**src/rtl/bp_update_queue.sv**
```systemverilog
// Retire-side update buffer feeding the branch predictor's rt_* update ports (show-ahead FIFO).
// Optional same-cycle bypass of an empty queue is enabled by defining BPQ_BYPASS_EN.
`ifndef OBQ_SIZE
`define OBQ_SIZE 16
`endif

module bp_update_queue #(
  parameter int DEPTH = 4,
  parameter int IDX_W = $clog2(`OBQ_SIZE) + 1
) (
  input  logic                     clock,
  input  logic                     reset,
  input  logic                     bp_enable,
  input  logic                     in_valid,
  input  logic                     in_cond,
  input  logic                     in_direct,
  input  logic                     in_return,
  input  logic                     in_taken,
  input  logic                     in_correct,
  input  logic [31:0]              in_pc,
  input  logic [31:0]              in_target,
  input  logic [IDX_W-1:0]         in_index,
  output logic                     in_ready,
  output logic                     rt_en_branch,
  output logic                     rt_cond_branch,
  output logic                     rt_direct_branch,
  output logic                     rt_return_branch,
  output logic                     rt_branch_taken,
  output logic                     rt_prediction_correct,
  output logic [31:0]              rt_pc,
  output logic [31:0]              rt_calculated_pc,
  output logic [IDX_W-1:0]         rt_branch_index,
  output logic [$clog2(DEPTH):0]   count,
  output logic [7:0]               drop_cnt
);

  localparam int PTR_W = $clog2(DEPTH);
  localparam int CNT_W = PTR_W + 1;
  localparam int REC_W = 5 + 64 + IDX_W;
  localparam logic [CNT_W-1:0] FULL_CNT = CNT_W'(DEPTH);

  logic [REC_W-1:0] mem_q [DEPTH];
  logic [PTR_W-1:0] head_q, head_d, tail_q, tail_d;
  logic [CNT_W-1:0] count_q, count_d;
  logic [7:0]       drop_q, drop_d;

  logic [REC_W-1:0] in_rec_s, out_rec_s;
  logic             empty_s, full_s, bypass_s, enq_s, deq_s;

  assign in_rec_s = {in_cond, in_direct, in_return, in_taken, in_correct,
                     in_pc, in_target, in_index};
  assign empty_s  = (count_q == {CNT_W{1'b0}});
  assign full_s   = (count_q == FULL_CNT);

`ifdef BPQ_BYPASS_EN
  assign bypass_s = empty_s && in_valid && bp_enable;
`else
  assign bypass_s = 1'b0;
`endif

  // a bypassed record is consumed on the spot and never touches storage
  assign enq_s = in_valid && !full_s && !bypass_s;
  assign deq_s = !empty_s && bp_enable;

  always_comb begin
    head_d  = head_q;
    tail_d  = tail_q;
    count_d = count_q;
    drop_d  = drop_q;
    if (enq_s) begin
      tail_d = tail_q + PTR_W'(1);
    end else begin
      tail_d = tail_q;
    end
    if (deq_s) begin
      head_d = head_q + PTR_W'(1);
    end else begin
      head_d = head_q;
    end
    case ({enq_s, deq_s})
      2'b10:   count_d = count_q + CNT_W'(1);
      2'b01:   count_d = count_q - CNT_W'(1);
      default: count_d = count_q;
    endcase
    if (in_valid && full_s && (drop_q != 8'hFF)) begin
      drop_d = drop_q + 8'd1;
    end else begin
      drop_d = drop_q;
    end
  end

  always_ff @(posedge clock or negedge reset) begin
    if (!reset) begin
      head_q  <= {PTR_W{1'b0}};
      tail_q  <= {PTR_W{1'b0}};
      count_q <= {CNT_W{1'b0}};
      drop_q  <= 8'd0;
      for (int i = 0; i < DEPTH; i++) mem_q[i] <= {REC_W{1'b0}};
    end else begin
      head_q  <= head_d;
      tail_q  <= tail_d;
      count_q <= count_d;
      drop_q  <= drop_d;
      if (enq_s) mem_q[tail_q] <= in_rec_s;
    end
  end

  // stale storage must never leak out while the queue is empty
  always_comb begin
    out_rec_s = {REC_W{1'b0}};
    if (!empty_s) begin
      out_rec_s = mem_q[head_q];
    end else if (bypass_s) begin
      out_rec_s = in_rec_s;
    end else begin
      out_rec_s = {REC_W{1'b0}};
    end
  end

  assign {rt_cond_branch, rt_direct_branch, rt_return_branch, rt_branch_taken,
          rt_prediction_correct, rt_pc, rt_calculated_pc, rt_branch_index} = out_rec_s;
  assign rt_en_branch = !empty_s || bypass_s;
  assign in_ready     = !full_s;
  assign count        = count_q;
  assign drop_cnt     = drop_q;

endmodule

```
**config.mk**
```make
export PLATFORM = sky130hd
export DESIGN_NAME = bp_update_queue
export DESIGN_NICKNAME = d
export VERILOG_FILES = /design/src/rtl/bp_update_queue.sv
export SDC_FILE = /design/constraint.sdc
export NUM_CORES = 1
export LEC_CHECK = 0
export CORE_ASPECT_RATIO = 1.4
export CORE_MARGIN = 2
export CORE_UTILIZATION = 30
export CTS_BUF_LIST = sky130_fd_sc_hd__clkbuf_16
export DETAILED_ROUTE_END_ITERATION = 7
export SYNTH_ARGS = -nofsm -noshare
export SYNTH_HDL_FRONTEND = slang
export SYNTH_SLANG_ARGS = --single-unit
export TNS_END_PERCENT = 10
```
**constraint.sdc**
```tcl
create_clock -name clock -period 2.07 [get_ports clock]
set_input_delay 0.207 -clock clock [delete_from_list [all_inputs] [get_ports clock]]
set_output_delay 0.207 -clock clock [all_outputs]
set_load 0.005 [all_outputs]
```
==> metrics.yaml, run 1 <==
power_and_ir_drop:
  pg_comb_mw: 15.1
  pg_seq_mw: 10.7
  p_seq_share_pct: 33.4
outcome:
  failed_checks: "negative setup slack"
  run_status: "complete, but fails checks"
synth:
  yosysWarnings: 0
  ys.flops: 311
  ys_sh_simple_pct: 4.21
  yosysTopAreaCellShare_pct: 55.9
  ff_type: "dfrtp_1"
  synthXorXnorAreaFrac_pct: 0.692
  ys_area_sq_um: 13900
  most_common_cell: "dfrtp_1"
  fp_nets: 954
  topCellsByArea: "dfrtp_1, mux2_2, mux4_2, and2_1, mux2_1"
  synthMuxAreaShare_pct: 36.1
  syn_avg_cell_area_sq_um: 16.0
  synthDistinctLibCells: 28
  top_area_cell: "dfrtp_1"
clocking:
  clk_latency_ns: 0.52
  cts_resized: 161
  root_buffer: "clkbuf_16"
  clock-sinks: 311
  cts_setup_buffers: 0
  htreeDepth: 2
timing:
  fmax_mhz: 412
  skew_ns: 0.0207
  maxSlewViolCount: 0
  timing.hold.ws_ns: 0.149
  setup_slack_ns: -0.356
  max_slew.worst_pin.slew_ns: 0.461
  period_used_pct: 117
  max-slew-margin-rel_pct: 69.3
  finalSetupViolCount: 75
  rsz0062_at_grt: "yes"
setup_path:
  cp_top_family: "buffers and inverters"
  timing.critical_path.to: "rt_calculated_pc[5]"
  r2r-end: "count[2]$_DFFE_PN0P_"
  path_cells: "buf_12 > buf_8 > buf_12 > buf_6 > mux4_2 > and2_4 > buf_6"
  cp_max_fo: 6
  cp.depth: 7
  crit_path_start: "head_q[0]$_DFFE_PN0P_"
  critPathBufInv: 5
  cp-end-kind: "output pin"
  required_ns: 1.86
route:
  routed-via-count: 8084
  drc: 0
global_routing:
  grt_use_met1_pct: 16.7
  grt_pass1_vias: 8974
  grt-ovfl-total: 0
  use_met3_pct: 2.57
  antenna_found_initial: 1
  grt_max_degree: 80
placed_design:
  post-dp-hpwl_um: 20800
  placed_area_sq_um: 16800
  gp_congestion: 0.719
  post-place-ws_ns: -0.0460
floorplan:
  chipArea_sq_um: 48200
  die_x_um: 186
  die_y_um: 259
layout:
  finalNonFillerCells: 1717
  fin_nets: 1161
  regMostFlops: "mem_q"
  largest_register_ffs: 296
  layout-drive-gt1-share_pct: 52.7
  syn2layout_area_growth_pct: 30.2
run:
  openroad.warnings: 31
  cap_violations: 0
worst_hold_path:
  hold_class: "in -> async"
[run 1: metal layers]
metal / up-vias / share of wire [%]
met5: - / 0.040
met4: 2 / 2.3
met3: 48 / 3.5
met2: 145 / 54
met1: 4291 / 40
li1: 3598 / -
[run 1: cell type report]
| cell class | count | area [sq um] |
|---|---|---|
| tap | 617 | 772 |
| inverter | 6 | 22.5 |
| fill | 4317 | 27800 |
| sequential | 311 | 7790 |
| clock buffer | 37 | 926 |
| timing repair buffer | 226 | 2360 |
| multi-input combinational | 495 | 6040 |
| clock inverter | 25 | 228 |
[run 1: metrics by stage]
stage	power, mW	utilization [%]
finish	32.0	39.5
floorplan	18.9	-
CTS	32.1	39.3
global route	34.1	39.5
global placement	25.4	36.6
detailed placement	25.7	36.6
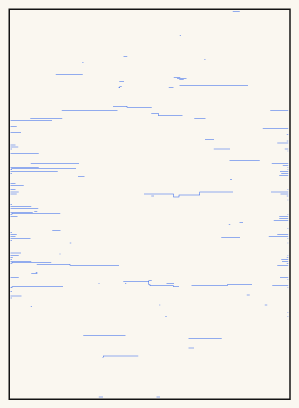
Run 1: M3 wires
(1.5 px per um)
94 nets have wire on it. The longest straight run is 45.3 um. The wires run mostly horizontal. The layer carries 1,160 um of wire.

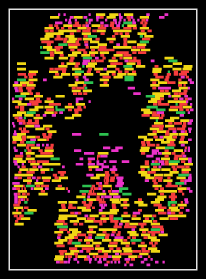
Run 1: cells coloured by class
(1 px per um)
Key: magenta = other buffers and delay cells [cells 226, share of their area 14%]; red = combinational and other logic [cells 501, share of their area 35%]; yellow = flops [cells 311, share of their area 45%]; green = clock drivers and dummy loads [cells 62, share of their area 6.6%]

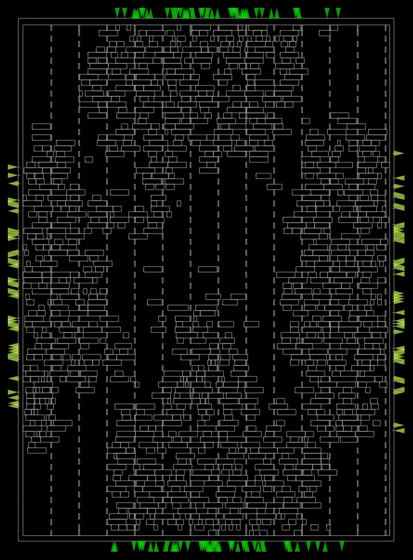
Run 1: cell outlines without signal wires
TAP cells: 617
row count: 93

--- run 2 (diff from run 1) ---
Settings changed: GPL_TIMING_DRIVEN from default to 0.
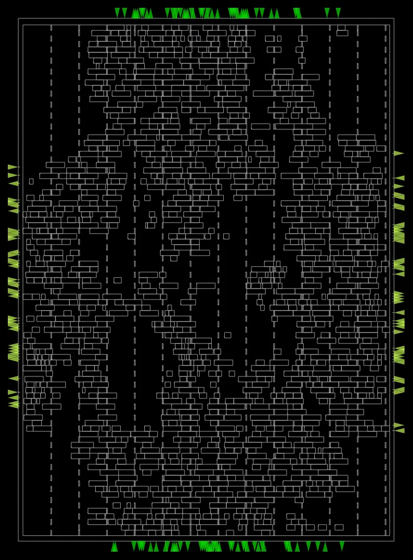
Run 2: cell outlines without signal wires
core area: 46,000 sq um
fin util: 39.9%
register share of the cell area: 42.5%
flop count: 311
filler cell count: 4,279

==> metrics.yaml, run 2 <==
timing:
  max-slew-margin-rel_pct: 53.8  # -16 points
  skew_ns: 0.0172  # -0.00354 ns
  fmax_mhz: 395  # -4.2%
  timing.hold.ws_ns: 0.307  # +0.158 ns
  max_slew.worst_pin.slew_ns: 0.694  # +0.233 ns
  period_used_pct: 122  # +5.2 points
  period_minus_slack_ns: 2.53
  maxSlewViolCount: 0  # unchanged
  finalSetupViolCount: 74  # -1.3%
  setup_slack_ns: -0.463  # -0.107 ns
  rsz0062_at_grt: "yes"
floorplan:
  die_y_um: 259  # unchanged
  initCoreUtil_pct: 30.3
  pin_count: 165
  die_x_um: 186  # unchanged
  chipArea_sq_um: 48200  # unchanged
  core.rowCount: 93  # unchanged
power_and_ir_drop:
  pg_seq_mw: 10.7  # about the same
  p_seq_share_pct: 32.8  # -0.6 points
  power.total_mw: 32.5  # +1.6%
  power-top-group: "combinational logic"
  p_int_mw: 22.9
  power_frac_clock_pct: 17.9
  switching_power_mw: 9.57
  power_frac_comb_pct: 49.3
  switching_share_pct: 29.4
  pg_comb_mw: 16.0  # +6%
run:
  cap_violations: 0  # unchanged
  openroad.warnings: 37  # +19%
synth:
  ys_sh_simple_pct: 4.21  # unchanged
  ys_seq_share_pct: 55.9
  ys.flops: 311  # unchanged
  ys_area_sq_um: 13900  # unchanged
  async_flop_share_pct: 100
  synthXorXnorAreaFrac_pct: 0.692  # unchanged
  edf_count: 0
  syn_avg_cell_area_sq_um: 16.0  # unchanged
  fp_nets: 954  # unchanged
  most_common_cell: "dfrtp_1"
  top_area_cell: "dfrtp_1"
  ff_type: "dfrtp_1"
  yosysWarnings: 0  # unchanged
  synth_area_sq_um: 13900
  topCellsByArea: "dfrtp_1, mux2_2, mux4_2, and2_1, mux2_1"
  synthDistinctLibCells: 28  # unchanged
  synthMuxAreaShare_pct: 36.1  # unchanged
  yosysTopAreaCellShare_pct: 55.9  # unchanged
  common_cells: "dfrtp_1, mux2_2, and2_1"
  ys_cells: 869
layout:
  syn2layout_area_growth_pct: 31.5
  final_common_cell: "dfrtp_1"
  fin_nets: 1197  # +3.1%
  postLayoutCellArea_sq_um: 18300
  layout-drive-gt1-share_pct: 53.4  # +0.71 points
  lay_top_cells: "dfrtp_1, mux2_2, clkdlybuf4s50_1"
  regMostFlops: "mem_q"
  largest_register_ffs: 296  # unchanged
  finalNonFillerCells: 1755  # +2.2%
route:
  top_layer_used: "met5"
  drc: 0  # unchanged
  viasPerCell: 4.65
  postRouteAntennaNets: 0
  wl_met2_um: 18000  # +2.8%
  routed-via-count: 8164  # +0.99%
  drt_iter0_markers: 225
  wl_met1_um: 14200  # +7.5%
  dr_wl_met3_um: 1390  # +20%
setup_path:
  critPathBufInv: 6  # +1
  cp_top_family: "buffers and inverters"
  cp-start-kind: "register"
  required_ns: 1.86  # about the same
  path_cells: "buf_12 > buf_12 > buf_12 > buf_12 > buf_6 > mux4_2 > and2_4 > buf_6"
  timing.critical_path.to: "rt_calculated_pc[21]"
  worstSetupPathType: "reg -> out"
  cp_max_fo: 5  # -1
  cp-end-kind: "output pin"
  crit_path_start: "head_q[0]$_DFFE_PN0P_"
  worst-r2r-cell-count: 10
  r2r-start: "count[0]$_DFFE_PN0P_"
  regToRegSetupSlack_ns: 0.06
  cp_slowest_cell: "dfrtp_2"
  r2r-end: "count[2]$_DFFE_PN0P_"
  cp.depth: 8  # +1
global_routing:
  grt-ovfl-total: 0  # unchanged
  antenna_found_initial: 3  # +2
  gr-usage-met2_pct: 26.0
  grt_max_degree: 123  # +54%
  grt_pass1_vias: 9024  # +0.56%
  use_met3_pct: 2.96  # +0.39 points
  grt_use_met1_pct: 17.9  # +1.2 points
clocking:
  clkTransAtPathRegs_ns: 0.06
  htreeDepth: 2  # unchanged
  numCtsBuffers: 36
  root_buffer: "clkbuf_16"
  clk_latency_ns: 0.52  # about the same
  clock-sinks: 311  # unchanged
  cts_tree: "built"
placed_design:
  post-dp-hpwl_um: 22200  # +6.9%
  portBuffers: 164
  post-place-ws_ns: -0.757  # -0.711 ns
  placed_area_sq_um: 16400  # -2.5%
  gp_congestion: 0.710  # -1.3%
outcome:
  run_status: "complete, but fails checks"
  failed_checks: "negative setup slack"
worst_hold_path:
  hold_class: "in -> async"
==> run 2: cell counts after synthesis <==
No cell type changed its count.
==> run 2: area by class of cell <==
class | count | area (sq um) | area share, %
antenna | 2 | 5.00 | 0.0273
buffer | 55 | 536 | 2.92
clock buffer | 36 | 901 | 4.92
clock inverter | 26 | 158 | 0.861
inverter | 6 | 22.5 | 0.123
multi-input combinational | 495 | 6020 | 32.9
sequential | 311 | 7790 | 42.5
tap | 617 | 772 | 4.21
timing repair buffer | 207 | 2120 | 11.6
==> run 2: timing repair <==
| item | in CTS | in global routing |
|---|---|---|
| endpoints found under the setup margin | 316 | 78 |
| buffers inserted | 30 | 6 |
| gates resized | 358 | 87 |
| hold endpoints to repair | 83 | 0 |
| hold buffers | 1 | 0 |
| cloned | 5 | 0 |
| pin swaps | 20 | 25 |
--- run 3 (diff from run 2) ---
Settings changed: CTS_CLUSTER_SIZE from default to 16, GPL_TIMING_DRIVEN 0 to default.
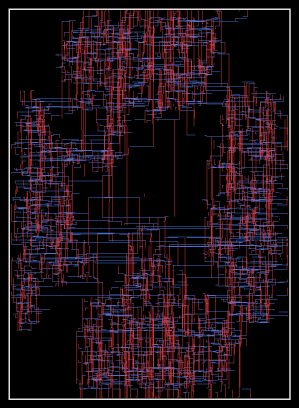
Run 3: metal layers overlaid
(1.5 px per um) Two of the layers only.
Key: blue = metal 1 [wire length 13,200 um]; red = metal 2 [wire length 17,500 um]
routed via count: 8,084
Total Routing Usage GR: 13.9%
wire per inst: 19.0 um
drt total wl: 32,600 um

==> metrics.yaml, run 3 <==
route:
  drc: 0  # unchanged
  wl_met1_um: 13200  # -7.0%
  top_layer_used: "met5"
  drt_first_pass_iters: 4
  viasPerCell: 4.71  # +1.2%
  wl_met2_um: 17500  # -2.8%
  postRouteAntennaNets: 0  # unchanged
  dr_wl_met3_um: 1160  # -17%
  drt_iter0_markers: 207  # -8.0%
synth:
  syn_avg_cell_area_sq_um: 16.0  # unchanged
  fp_nets: 954  # unchanged
  topCellsByArea: "dfrtp_1, mux2_2, mux4_2, and2_1, mux2_1"
  common_cells: "dfrtp_1, mux2_2, and2_1"
  yosysWarnings: 0  # unchanged
  ys_area_sq_um: 13900  # unchanged
  synthXorXnorAreaFrac_pct: 0.692  # unchanged
  ys_cells: 869  # unchanged
  top_logic_kind: "multiplexers"
  synthDistinctLibCells: 28  # unchanged
  synthCells: 869
  ys_sh_aoi_pct: 0.314
  ys.flops: 311  # unchanged
  ys_sh_simple_pct: 4.21  # unchanged
  top_area_cell: "dfrtp_1"
  ys_sh_adder_pct: 0.683
  synth_area_sq_um: 13900  # unchanged
  most_common_cell: "dfrtp_1"
  ff_type: "dfrtp_1"
  yosysTopAreaCellShare_pct: 55.9  # unchanged
  ys_seq_share_pct: 55.9  # unchanged
  async_flop_share_pct: 100  # unchanged
  edf_count: 0  # unchanged
  synthMuxAreaShare_pct: 36.1  # unchanged
placed_design:
  post-dp-hpwl_um: 20800  # -6.5%
  portBuffers: 164  # unchanged
  dpl.cell_count: 1640
  post-place-ws_ns: -0.0460  # +0.711 ns
  placed_area_sq_um: 16800  # +2.6%
  gp_congestion: 0.719  # +1.3%
power_and_ir_drop:
  switching_power_mw: 9.29  # -2.9%
  p_seq_share_pct: 33.4  # +0.6 points
  switching_share_pct: 29.0  # -0.39 points
  power_frac_comb_pct: 47.1  # -2.2 points
  powerDensity_nw_per_um2: 1760
  peakVddDrop_v: 0.000695
  p_int_mw: 22.7  # -1.1%
  power.total_mw: 32.0  # -1.6%
  power_frac_clock_pct: 19.5  # +1.6 points
  cellLeakagePower_nw: 7.78
timing:
  maxSlewViolCount: 0  # unchanged
  max-slew-margin-rel_pct: 69.3  # +16 points
  period_used_pct: 117  # -5.2 points
  timing.hold.ws_ns: 0.149  # -0.158 ns
  fmax_mhz: 412  # +4.4%
  skew_ns: 0.0207  # +0.00354 ns
  rsz0062_at_grt: "yes"
  finalSetupViolCount: 75  # +1.4%
  period_minus_slack_ns: 2.43  # -0.107 ns
  setup_slack_ns: -0.356  # +0.107 ns
  fin_tns_setup_ns: -17.82
  max_slew.worst_pin.slew_ns: 0.461  # -0.233 ns
  hold_viol: 0
layout:
  layout-drive-gt1-share_pct: 52.7  # -0.71 points
  clockNetworkAreaShare_pct: 6.36  # +0.58 points
  flops: 311  # unchanged
  seqAreaFraction_pct: 42.9  # +0.45 points
  postLayoutCellArea_sq_um: 18100  # -1.0%
  syn2layout_area_growth_pct: 30.2
  logic_area_sq_um: 6040  # +0.31%
  largest_class: "flip-flops and latches"
  final_common_cell: "dfrtp_1"
  buffer_area_share_pct: 13.0  # -1.5 points
  flop_area_sq_um: 7790  # about the same
  regMostFlops: "mem_q"
  logic_gates: 495  # unchanged
  utilization_pct: 39.5  # -0.40 points
  finalNonFillerCells: 1717  # -2.2%
  fillers: 4317  # +0.89%
  fin_nets: 1161  # -3.0%
  clockBufferCount: 37  # +2.8%
  inverters: 6  # unchanged
  n_antenna_cell: 0  # -2
  n_all_buffers: 226  # -14%
  lay_top_cells: "dfrtp_1, mux2_2, clkdlybuf4s50_1"
  largest_register_ffs: 296  # unchanged
  comb_share_pct: 33.3  # +0.43 points
clocking:
  clkTransAtPathRegs_ns: 0.06  # about the same
  cts_buffer_depth: 3
  htreeDepth: 2  # unchanged
  root_buffer: "clkbuf_16"
  clock-sinks: 311  # unchanged
  cts_setup_buffers: 0  # -100%
  clk_latency_ns: 0.52  # about the same
  cts_hold_buffers: 1  # unchanged
  cts_resized: 161  # -55%
  cts_tree: "built"
  numCtsBuffers: 36  # unchanged
setup_path:
  crit_path_start: "head_q[0]$_DFFE_PN0P_"
  timing.critical_path.to: "rt_calculated_pc[5]"
  arrival_ns: 2.22
  cp-start-kind: "register"
  regToRegSetupSlack_ns: 0.14  # +0.08 ns
  worst-r2r-cell-count: 10  # unchanged
  required_ns: 1.86  # about the same
  worstSetupPathType: "reg -> out"
  cp_max_fo: 6  # +1
  cp-end-kind: "output pin"
  r2r-end: "count[2]$_DFFE_PN0P_"
  r2r-start: "count[0]$_DFFE_PN0P_"
global_routing:
  grt_pass1_vias: 8974  # -0.55%
  busiest_layer: "met2"
  grt_use_met1_pct: 16.7  # -1.2 points
  grt_pass1_wl_um: 51800
  gr-usage-met2_pct: 24.9  # -1.1 points
  grt-ovfl-total: 0  # unchanged
  use_met3_pct: 2.57  # -0.39 points
  antenna_found_initial: 1  # -2
  grt_max_degree: 80  # -35%
floorplan:
  chipArea_sq_um: 48200  # unchanged
  die_y_um: 259  # unchanged
  initCoreUtil_pct: 30.3  # unchanged
  tap_cells: 617  # unchanged
  core_sq_um: 46000  # unchanged
  die_x_um: 186  # unchanged
  core.rowCount: 93  # unchanged
  pin_count: 165  # unchanged
outcome:
  failed_checks: "negative setup slack"
  run_status: "complete, but fails checks"
run:
  cap_violations: 0  # unchanged
  openroad.warnings: 31  # -16%
worst_hold_path:
  hold_class: "in -> async"
==> run 3: cell types whose count changed in the layout (fill, tap and decap cells not counted), sizes merged <==
cell,previous run,this run
dlygate4sd2,4,2
clkbuf,82,91
buf,112,74
diode,2,0
clkinvlp,1,3
bufinv,1,4
clkdlybuf4s50,87,88
inv,18,14
dlymetal6s2s,6,1
clkinv,12,10
==> run 3: critical path, stage by stage (launching register included) <==
cell	delay (ns)
dfrtp_4	0.50
buf_12	0.15
buf_8	0.13
buf_12	0.14
buf_6	0.11
mux4_2	0.40
and2_4	0.15
buf_6	0.11
==> run 3: power by group through the flow <==
stage,clock network (mW),logic [mW],registers (mW)
floorplan,0,8.66,10.2
global placement,0,14.7,10.7
detailed placement,0,14.8,10.8
CTS,6.50,14.9,10.7
global route,6.73,16.3,11.1
finish,6.24,15.1,10.7
Power is estimated from default activity; no workload was simulated.
